`config.mk`:
```
export PLATFORM = sky130hd
export DESIGN_NAME = datamem_arbiter
export DESIGN_NICKNAME = d
export VERILOG_FILES = /design/src/rtl/datamem_arbiter.sv
export SDC_FILE = /design/constraint.sdc
export NUM_CORES = 1
export LEC_CHECK = 0
export ABC_AREA = 1
export CAP_MARGIN = 5
export CORE_AREA = 2 2 115 117
export CTS_CLUSTER_SIZE = 40
export DETAILED_ROUTE_END_ITERATION = 16
export DIE_AREA = 0 0 117 119
export GPL_ROUTABILITY_DRIVEN = 0
export PLACE_DENSITY = 0.74
export SLEW_MARGIN = 20
export SYNTH_ARGS = -nofsm -noshare
export SYNTH_HDL_FRONTEND = slang
export SYNTH_HIERARCHICAL = 1
export SYNTH_SLANG_ARGS = --single-unit
export TNS_END_PERCENT = 20
```
`constraint.sdc`:
```
create_clock -name clk -period 5.3 [get_ports clk]
set_clock_uncertainty 0.2 [all_clocks]
set_input_delay 1.06 -clock clk [delete_from_list [all_inputs] [get_ports clk]]
set_output_delay 1.06 -clock clk [all_outputs]
set_load 0.005 [all_outputs]
```
`src/rtl/datamem_arbiter.sv`:
```
// ============================================================================
// datamem_arbiter
// ----------------------------------------------------------------------------
// Shares one data memory (combinational read, clocked write) between the CPU
// datapath and a debug/loader port.
//
// Arbitration is round-robin with a bounded burst. While both ports request,
// the current owner keeps the memory for at most MAX_BURST consecutive
// cycles, then the other port takes over. A tie from idle goes to the port
// that did not win last time.
//
// The grant is combinational, so an uncontended request is served in the
// same cycle. Read data is registered and returned one cycle after the grant
// with a single-cycle rvalid. This matches the temp-register timing of the
// datapath.
//
// Ports
//   clk, rst                 : clock (rising edge), asynchronous active-low reset
//   cpu_req/we/addr/wdata    : CPU request; held stable until cpu_gnt
//   cpu_gnt                  : access performed this cycle (combinational)
//   cpu_rvalid/cpu_rdata     : registered read response, one cycle after gnt
//   dbg_*                    : same set for the debug/loader port
//   mem_A/mem_WD/mem_WE      : memory address, write data, write enable
//   mem_RD                   : memory combinational read data
// ============================================================================
module datamem_arbiter #(
    parameter int AW        = 32,
    parameter int DW        = 32,
    parameter int MAX_BURST = 4
) (
    input  logic          clk,
    input  logic          rst,

    input  logic          cpu_req,
    input  logic          cpu_we,
    input  logic [AW-1:0] cpu_addr,
    input  logic [DW-1:0] cpu_wdata,
    output logic          cpu_gnt,
    output logic          cpu_rvalid,
    output logic [DW-1:0] cpu_rdata,

    input  logic          dbg_req,
    input  logic          dbg_we,
    input  logic [AW-1:0] dbg_addr,
    input  logic [DW-1:0] dbg_wdata,
    output logic          dbg_gnt,
    output logic          dbg_rvalid,
    output logic [DW-1:0] dbg_rdata,

    output logic [AW-1:0] mem_A,
    output logic [DW-1:0] mem_WD,
    output logic          mem_WE,
    input  logic [DW-1:0] mem_RD
);

    localparam int CW = $clog2(MAX_BURST + 1);
    localparam logic [CW-1:0] MAX_CNT = CW'(MAX_BURST);
    localparam logic [CW-1:0] ONE_CNT = CW'(1);

    typedef enum logic [1:0] {
        OWN_IDLE = 2'd0,
        OWN_CPU  = 2'd1,
        OWN_DBG  = 2'd2
    } owner_t;

    typedef enum logic {
        LAST_CPU = 1'b0,
        LAST_DBG = 1'b1
    } last_t;

    owner_t        owner_r,     owner_nx_s;
    last_t         last_r,      last_nx_s;
    logic [CW-1:0] burst_cnt_r, burst_cnt_nx_s;

    logic          gnt_cpu_s;
    logic          gnt_dbg_s;

    logic          cpu_rvalid_r;
    logic [DW-1:0] cpu_rdata_r;
    logic          dbg_rvalid_r;
    logic [DW-1:0] dbg_rdata_r;

    // Grant decision: combinational from the requests and the arbitration state.
    // Grants are forced low while reset is held, so no write can slip through.
    always_comb begin
        gnt_cpu_s = 1'b0;
        gnt_dbg_s = 1'b0;
        if (!rst) begin
            gnt_cpu_s = 1'b0;
            gnt_dbg_s = 1'b0;
        end else if (cpu_req && !dbg_req) begin
            gnt_cpu_s = 1'b1;
        end else if (dbg_req && !cpu_req) begin
            gnt_dbg_s = 1'b1;
        end else if (cpu_req && dbg_req) begin
            case (owner_r)
                OWN_CPU: begin
                    // The owner keeps the bus until its burst allowance is used up.
                    if (burst_cnt_r < MAX_CNT) begin
                        gnt_cpu_s = 1'b1;
                    end else begin
                        gnt_dbg_s = 1'b1;
                    end
                end
                OWN_DBG: begin
                    if (burst_cnt_r < MAX_CNT) begin
                        gnt_dbg_s = 1'b1;
                    end else begin
                        gnt_cpu_s = 1'b1;
                    end
                end
                default: begin
                    // Tie from idle: the port that did not win last time goes first.
                    if (last_r == LAST_DBG) begin
                        gnt_cpu_s = 1'b1;
                    end else begin
                        gnt_dbg_s = 1'b1;
                    end
                end
            endcase
        end else begin
            gnt_cpu_s = 1'b0;
            gnt_dbg_s = 1'b0;
        end
    end

    // Next arbitration state: track the owner, its burst length and the last winner.
    always_comb begin
        owner_nx_s     = owner_r;
        last_nx_s      = last_r;
        burst_cnt_nx_s = burst_cnt_r;
        if (gnt_cpu_s) begin
            last_nx_s = LAST_CPU;
            if (owner_r == OWN_CPU) begin
                // The count saturates so that it never wraps back below MAX_BURST.
                if (burst_cnt_r < MAX_CNT) begin
                    burst_cnt_nx_s = burst_cnt_r + ONE_CNT;
                end else begin
                    burst_cnt_nx_s = burst_cnt_r;
                end
            end else begin
                owner_nx_s     = OWN_CPU;
                burst_cnt_nx_s = ONE_CNT;
            end
        end else if (gnt_dbg_s) begin
            last_nx_s = LAST_DBG;
            if (owner_r == OWN_DBG) begin
                if (burst_cnt_r < MAX_CNT) begin
                    burst_cnt_nx_s = burst_cnt_r + ONE_CNT;
                end else begin
                    burst_cnt_nx_s = burst_cnt_r;
                end
            end else begin
                owner_nx_s     = OWN_DBG;
                burst_cnt_nx_s = ONE_CNT;
            end
        end else begin
            owner_nx_s     = OWN_IDLE;
            burst_cnt_nx_s = {CW{1'b0}};
        end
    end

    // Arbitration state register. After reset last_owner is DBG, so the CPU wins the first tie.
    always_ff @(posedge clk or negedge rst) begin
        if (!rst) begin
            owner_r     <= OWN_IDLE;
            last_r      <= LAST_DBG;
            burst_cnt_r <= {CW{1'b0}};
        end else begin
            owner_r     <= owner_nx_s;
            last_r      <= last_nx_s;
            burst_cnt_r <= burst_cnt_nx_s;
        end
    end

    // Memory mux: the granted port drives the memory. The bus is all zero when idle.
    always_comb begin
        mem_A  = {AW{1'b0}};
        mem_WD = {DW{1'b0}};
        mem_WE = 1'b0;
        if (gnt_cpu_s) begin
            mem_A  = cpu_addr;
            mem_WD = cpu_wdata;
            mem_WE = cpu_we;
        end else if (gnt_dbg_s) begin
            mem_A  = dbg_addr;
            mem_WD = dbg_wdata;
            mem_WE = dbg_we;
        end else begin
            mem_A  = {AW{1'b0}};
            mem_WD = {DW{1'b0}};
            mem_WE = 1'b0;
        end
    end

    // CPU read response. rdata holds its value until the port's next granted read.
    always_ff @(posedge clk or negedge rst) begin
        if (!rst) begin
            cpu_rvalid_r <= 1'b0;
            cpu_rdata_r  <= {DW{1'b0}};
        end else begin
            cpu_rvalid_r <= gnt_cpu_s & ~cpu_we;
            if (gnt_cpu_s && !cpu_we) begin
                cpu_rdata_r <= mem_RD;
            end
        end
    end

    // Debug read response. It has the same behaviour as the CPU response.
    always_ff @(posedge clk or negedge rst) begin
        if (!rst) begin
            dbg_rvalid_r <= 1'b0;
            dbg_rdata_r  <= {DW{1'b0}};
        end else begin
            dbg_rvalid_r <= gnt_dbg_s & ~dbg_we;
            if (gnt_dbg_s && !dbg_we) begin
                dbg_rdata_r <= mem_RD;
            end
        end
    end

    assign cpu_gnt    = gnt_cpu_s;
    assign dbg_gnt    = gnt_dbg_s;
    assign cpu_rvalid = cpu_rvalid_r;
    assign cpu_rdata  = cpu_rdata_r;
    assign dbg_rvalid = dbg_rvalid_r;
    assign dbg_rdata  = dbg_rdata_r;

    datamem_arbiter_chk #(
        .CW      (CW),
        .MAX_CNT (MAX_CNT)
    ) u_chk (
        .clk       (clk),
        .rst       (rst),
        .cpu_gnt   (gnt_cpu_s),
        .dbg_gnt   (gnt_dbg_s),
        .mem_WE    (mem_WE),
        .burst_cnt (burst_cnt_r)
    );

endmodule

// ============================================================================
// datamem_arbiter_chk
// ----------------------------------------------------------------------------
// Invariants of the arbiter: the two grants are mutually exclusive, the burst
// count never exceeds its limit, and a write needs a grant.
// Ports: clk, rst, both grants, mem_WE, and the burst count.
// ============================================================================
module datamem_arbiter_chk #(
    parameter int            CW      = 3,
    parameter logic [CW-1:0] MAX_CNT = '1
) (
    input logic          clk,
    input logic          rst,
    input logic          cpu_gnt,
    input logic          dbg_gnt,
    input logic          mem_WE,
    input logic [CW-1:0] burst_cnt
);

    a_gnt_onehot: assert property (@(posedge clk) disable iff (!rst)
        !(cpu_gnt && dbg_gnt));

    a_burst_bound: assert property (@(posedge clk) disable iff (!rst)
        burst_cnt <= MAX_CNT);

    a_we_needs_gnt: assert property (@(posedge clk) disable iff (!rst)
        mem_WE |-> (cpu_gnt || dbg_gnt));

endmodule

```
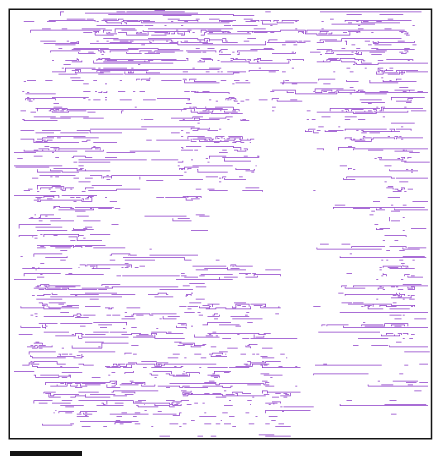
Run 1: M1 wires
Scale bar: 20 µm.
The wires run mostly horizontal. 818 nets have wire on it. The layer holds 38% of the routed length. The longest straight run is 35.4 µm. The layer carries 5470 µm of wire.

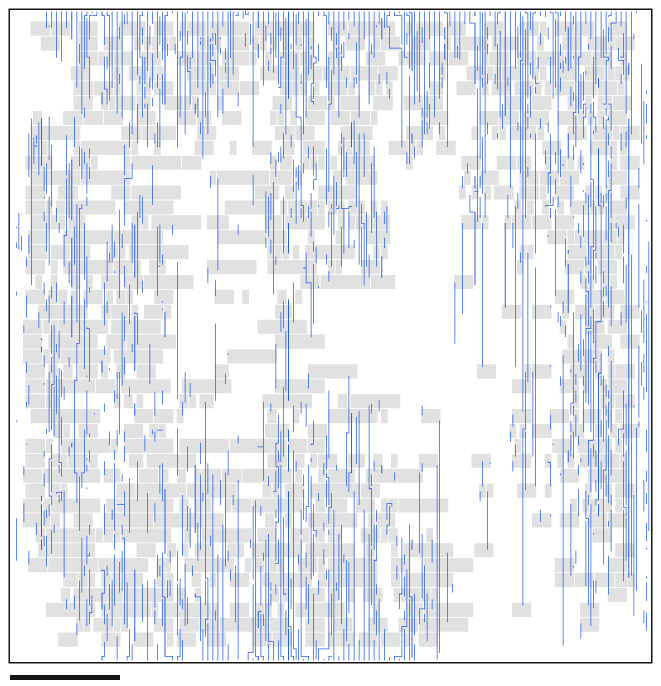
Run 1: signal wires on met2
Scale bar: 20 µm.
The layer holds 48% of the routed length. The wires run mostly vertical. The longest straight run is 83.6 µm. 775 nets have wire on it. The layer carries 6880 µm of wire.
via count: 4193
wirelength, routed: 14330 µm
met2 Resource Use GR: 33.20%

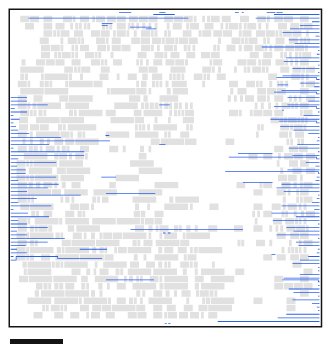
Run 1: signal wires on met3
Scale bar: 20 µm.
The layer carries 1450 µm of wire. The wires run mostly horizontal. The layer holds 10% of the routed length.
met3 GRT Util: 6.718%

==> summary.txt, run 1 <==
FF-to-FF path depth: 9
TritonCTS clock tree: yes
Seq cells: 72
Seq pwr share: 33.9%
chip height: 119 µm
IO Pins: 299
synthesized area: 0.003761 mm²
routed wl met3: 1448 µm
Floorplan Nets: 678
final hold slack: 0.2822 ns
largest net degree at the start of global routing: 67
Hold Crit Depth: 2
met1 wire length: 5473 µm
Post-synth top cells: nand2_1, dfrtp_1, inv_1, o21ai_1, o21ai_0
Clk pwr share: 26.0%
ANT cells: 0
RSZ-0062 raised after global routing: no
Row Count: 42
Setup Buffers After CTS: 0
Filler Cells Inserted: 1224
Sink Count: 72
Hold Path Origin: cpu_rdata[22]
multi-input gates: 360
layout cells sized above 1: 4.250%
slowest stage delay, CP: 0.62 ns
fp util: 29.21%
port bufs: 298
switch share: 29.10%
Hold Violations, Final: 0
CP max stage cell: clkdlybuf4s50_1
Synth Instances: 509
initial antenna violation count: 0
CP Capture Type: primary output
ys flop type: dfrtp_1
dpl cell area: 0.006798 mm²
DR DRC count: 0
vias in the first global route: 3964
run status: finished clean
total core area: 0.01287 mm²
Register Area: 0.001803 mm²
asr flop ratio synth: 100.0%
CTS H-tree depth: 3
clock root buffer: clkbuf_16
capture point of the worst reg-to-reg path: cpu_rdata[19]
Tcrit/Tclk final: 82.85%
clock buffers: 10
Routed Antenna Nets: 0
Seq. pwr: 0.813 mW
startpoint type of the worst setup path: input port
Tool Warnings: 27
crit path max fanout: 66
worst hold endpoint: cpu_rdata[22]
CP startpoint: cpu_req
area share, top type: 47.24%
placed cells: 960
WP data arrival: 3.13 ns
nets@finish: 964
Synth Area in XOR/XNOR: 0.2329%
met2 wire len: 6881 µm
Clk. pwr: 0.622 mW
Leading cell kind: buffers
Psw: 0.6980 mW
post-synthesis adder-cell area fraction: 0.9980%
post-DP HPWL: 11270 µm
non-clock buffer count: 304
Stages on worst setup path: 9
Final Slew Violations: 0
M1 GR Usage: 22.61%
first-pass GRT wire length: 21060 µm
CP Class: in -> out
Seq/Total Area, Yosys: 47.94%
die area: 0.01392 mm²
Worst setup endpoint: mem_WD[1]
r2r startpoint: owner_r[0]
VDD IR max: 0.0002582 V
mux share: 0.2661%
die width: 117 µm
Congestion Overflow GR: 0
Area contributors post-synth: dfrtp_1, nand2_1, o21ai_1
Design Power: 2.398 mW
Synth Area per Inst: 7.389 µm²
MI comb area: 0.001549 mm²
inverter count: 48
main logic family after synthesis: simple AND/OR/NAND/NOR gates
Setup TNS Final: 0 ns
critical path, cell by cell: clkdlybuf4s50_1 -> inv_1 -> a21oi_4 -> a21oi_4 -> nor2_4 -> buf_12 -> nand2_1 -> nand2_1 -> clkdlybuf4s50_1
CP required: 4.04 ns
Top power group: combinational cells
via density per instance: 4.296
Overall Global Routing Usage: 19.70%
CTS buffer count: 9
Clk Latency, worst-skew pair: 0.32 ns
fin crit period: 4.391 ns
Layout clock area frac: 4.413%
fmax: 0.2277 GHz
Synth Register Bits: 72
Layout Cell Area excl Fill: 0.007117 mm²
worst-margin pin slew: 0.8912 ns
# resized after CTS: 0
Yosys chip area: 0.003761 mm²
PwrDens: 337.0 mW/mm²
n_taps: 176
buffering overhead: 42.86%
yosys aoi share: 10.51%
==> run 1: cells in the final DEF, fill, tap and decap left out, drive strengths merged <==
cell             n
mux2i            1
clkdlybuf4s50  297
o21ai           68
clkinvlp         1
nor2             5
nand3            6
ha               3
dfstp            1
inv             50
xnor2            1
a21oi            3
dfrtp           71
buf              7
bufinv           1
clkbuf          10
nand2          272
o22ai            1
clkinv           2
==> run 1: state kept, by name (all words and copies together) (netlist names) <==
signal and flops:
dbg_rdata 32, dbg_rvalid 1, cpu_rvalid 1, owner_r 2, burst_cnt_r 3, cpu_rdata 32
last_r 1
==> run 1: stage by stage <==
step                      worst slack [ns]  util (%)
after global routing                0.7976     55.28
after CTS                           0.8868     55.24
after detailed placement            0.8930     52.80
after floorplan                      2.080         -
after global placement              0.9251     52.80
final                               0.9092     55.28
Run 1, routing congestion:
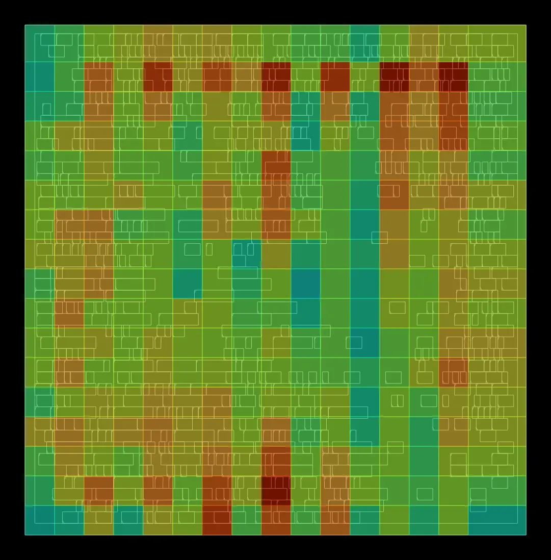

==> run 2: changes to the inputs <==
Settings changed: CORE_AREA 2 2 115 117 to 2 2 117 119, DIE_AREA 0 0 117 119 to 0 0 119 121, PLACE_DENSITY 0.74 to 0.71.
Clock period 5.3 ns to 4.3 ns, I/O delays scaled along.
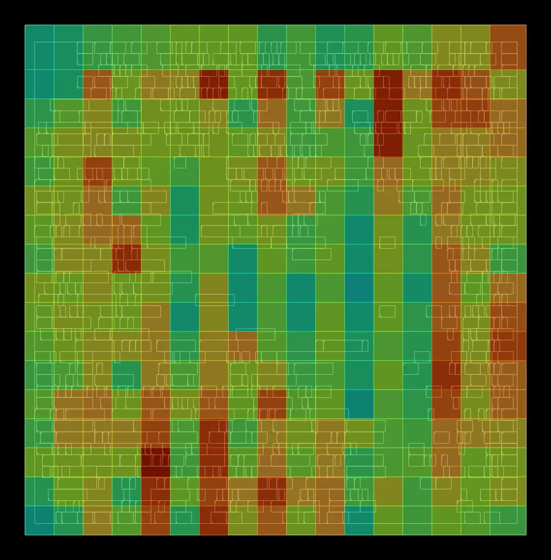
Run 2: routing congestion
GR peak layer: met2
M1 GR Usage: 21.51%
Avg WL per Cell: 14.34 µm
post-layout util: 54.24%

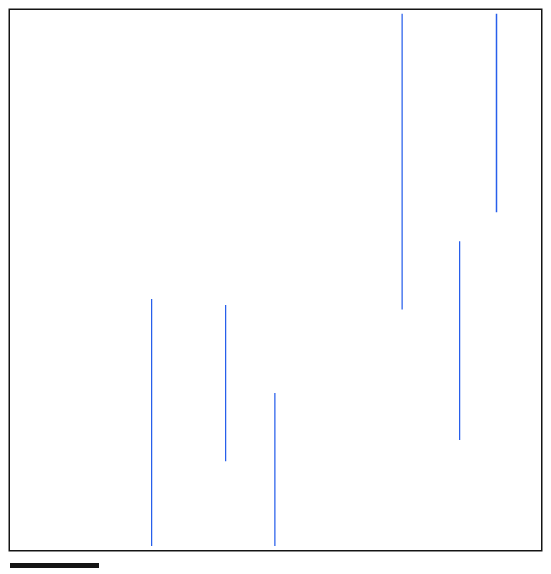
Run 2: signal wires on met4
Scale bar: 20 µm.
The longest straight run is 66.0 µm. The wires run mostly vertical. 6 nets have wire on it. The layer holds 2.0% of the routed length.
wirelength, routed: 14020 µm
via count: 4148

==> summary.txt, run 2 <==
run status: finished clean
Seq pwr share: 35.0%
Seq area share: 25.41%
worst-margin pin slew: 0.9091 ns
MaxCap Viol Count: 0
DR DRC count: 0
n_taps: 176
RSZ-0062 raised after global routing: no
vias in the first global route: 3906
Area contributors post-synth: dfrtp_1, nand2_1, o21ai_1
Tool Warnings: 27
VDD IR max: 0.0002684 V
post-DP HPWL: 10860 µm
Sink Count: 72
worst hold endpoint: dbg_rdata[7]
largest net degree at the start of global routing: 74
Hold Crit Class: reg -> reg
most common logic cells in the final layout: clkdlybuf4s50_1, nand2_1, dfrtp_1, inv_1, o21ai_1
total number of yosys warnings: 6
placed cells: 962
Design Power: 2.864 mW
cts hold-fix bufs: 0
Clk. pwr: 0.675 mW
switch share: 29.47%
dpl cell area: 0.006825 mm²
port bufs: 298
Clk Latency, worst-skew pair: 0.32 ns
inverter count: 48
initial antenna violation count: 0
# Cells Yosys: 509
crit path max fanout: 68
Routed Antenna Nets: 0
CP bufs+invs: 4
Congestion Overflow GR: 0
Synth Instances: 509
met3 GRT Util: 5.639%
Place WS: 0.3042 ns
startpoint type of the worst setup path: input port
Seq. pwr: 1.00 mW
relative slew slack: 39.39%
fin crit period: 3.965 ns
Logic pwr share: 41.4%
non-clock buffer count: 306
P&R area growth vs syn: 88.69%
max layer used: met4
MI comb area: 0.001544 mm²
Clk pwr share: 23.6%
nets@finish: 966
chip height: 121 µm
Non-Filler Instances: 978
# resized after CTS: 0
Filler Cells Inserted: 1221
die area: 0.01440 mm²
Hold Crit Depth: 2
layout cells sized above 1: 4.364%
area share, top type: 47.24%
first-pass GRT wire length: 21250 µm
r2r startpoint: owner_r[0]
buffering overhead: 43.37%
leading area contributor after synthesis: dfrtp_1
IO Pins: 299
asr flop ratio synth: 100.0%
Seq cells: 72
Seq/Total Area, Yosys: 47.94%
Setup Buffers After CTS: 0
met2 Resource Use GR: 33.55%
Clock Pin Slew Worst Setup and Hold Paths: 0.05 ns
fp util: 28.74%
Layout Cell Area excl Fill: 0.007097 mm²
capture point of the worst reg-to-reg path: cpu_rdata[7]
met1 wire length: 5553 µm
via density per instance: 4.241
Overall Global Routing Usage: 18.80%
Hold Violations, Final: 0
slowest stage delay, CP: 0.56 ns
WP data arrival: 2.90 ns
LEAKAGE: 3.345 nW
flip-flops with a built-in enable: 0
internal power: 2.020 mW
PwrDens: 403.5 mW/mm²
die width: 119 µm
clock buffers: 10
CTS Buffer Depth: 2
Commonest Layout Cell: clkdlybuf4s50_1
CP max stage cell: clkdlybuf4s50_1
CP Capture Type: primary output
Register Area: 0.001803 mm²
Comb/total area: 21.76%
CTS buffer count: 9
final hold slack: 0.2869 ns
post-synth cell types: 21
fmax: 0.2522 GHz
Hold Path Origin: dbg_rdata[7]
clock root buffer: clkbuf_16
Yosys chip area: 0.003761 mm²
Leading cell kind: buffers
final setup violation count: 0
met2 wire len: 7070 µm
Synth Area per Inst: 7.389 µm²
CTS H-tree depth: 3
Post-synth top cells: nand2_1, dfrtp_1, inv_1, o21ai_1, o21ai_0
R2R Setup Slk: 1.47 ns
TritonCTS clock tree: yes
ANT cells: 0
DRT Pass-1 Iters: 4
comb pwr: 1.19 mW
Layout clock area frac: 3.826%
CP startpoint: cpu_req
Floorplan Nets: 678
critical path, cell by cell: clkdlybuf4s50_1 -> inv_1 -> a21oi_4 -> a21oi_4 -> nor2_4 -> buf_12 -> nand2_1 -> nand2_1 -> clkdlybuf4s50_1
synthesized area: 0.003761 mm²
Psw: 0.8440 mW
Detailed Route Iter0 Violations: 197
Synth top cell by count: nand2_1
FF-to-FF path depth: 10
multi-input gates: 360
Tcrit/Tclk final: 92.21%
CP required: 3.24 ns
Row Count: 42
routed wl met3: 1122 µm
Stages on worst setup path: 9
Top power group: combinational cells
ys flop type: dfrtp_1
Setup TNS Final: 0 ns
Synth Register Bits: 72
total core area: 0.01309 mm²
PnR worst setup slack: 0.3350 ns
Final Slew Violations: 0
CP Class: in -> out
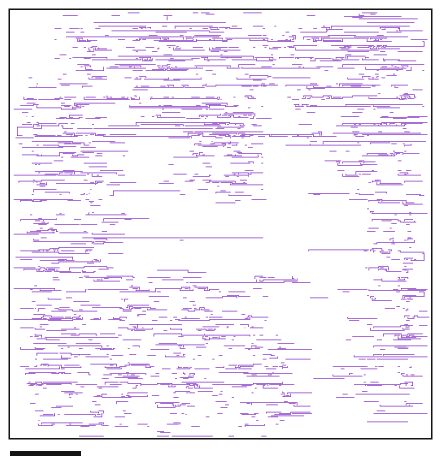
Run 2: M1 wires
Scale bar: 20 µm.
The wires run mostly horizontal. The longest straight run is 51.1 µm.

-- run 2: cell counts after synthesis --
Identical to the previous run, type by type.
-- run 2: worst max-delay path by stage --
stage	to	slack [ns]
after floorplan	mem_A[0]	1.48
after global placement	mem_A[27]	0.32
after detailed placement	mem_A[27]	0.30
after CTS	mem_A[27]	0.30
after global routing	mem_WD[11]	0.18
final	mem_A[27]	0.34
-- run 2: cell families (layout without fill, tap and decap cells) --
family | after synthesis | in the layout | share of synthesized area (%)
flops | 72 | 72 | 47.94
compound gates | 72 | 72 | 10.51
fa+ha+maj | 3 | 3 | 0.9981
simple gates | 283 | 283 | 28.91
mux | 1 | 1 | 0.2661
buf+inv | 77 | 370 | 11.14
xor+xnor | 1 | 1 | 0.2329
Power figures rest on the tool's default switching activity, not on a simulated workload.
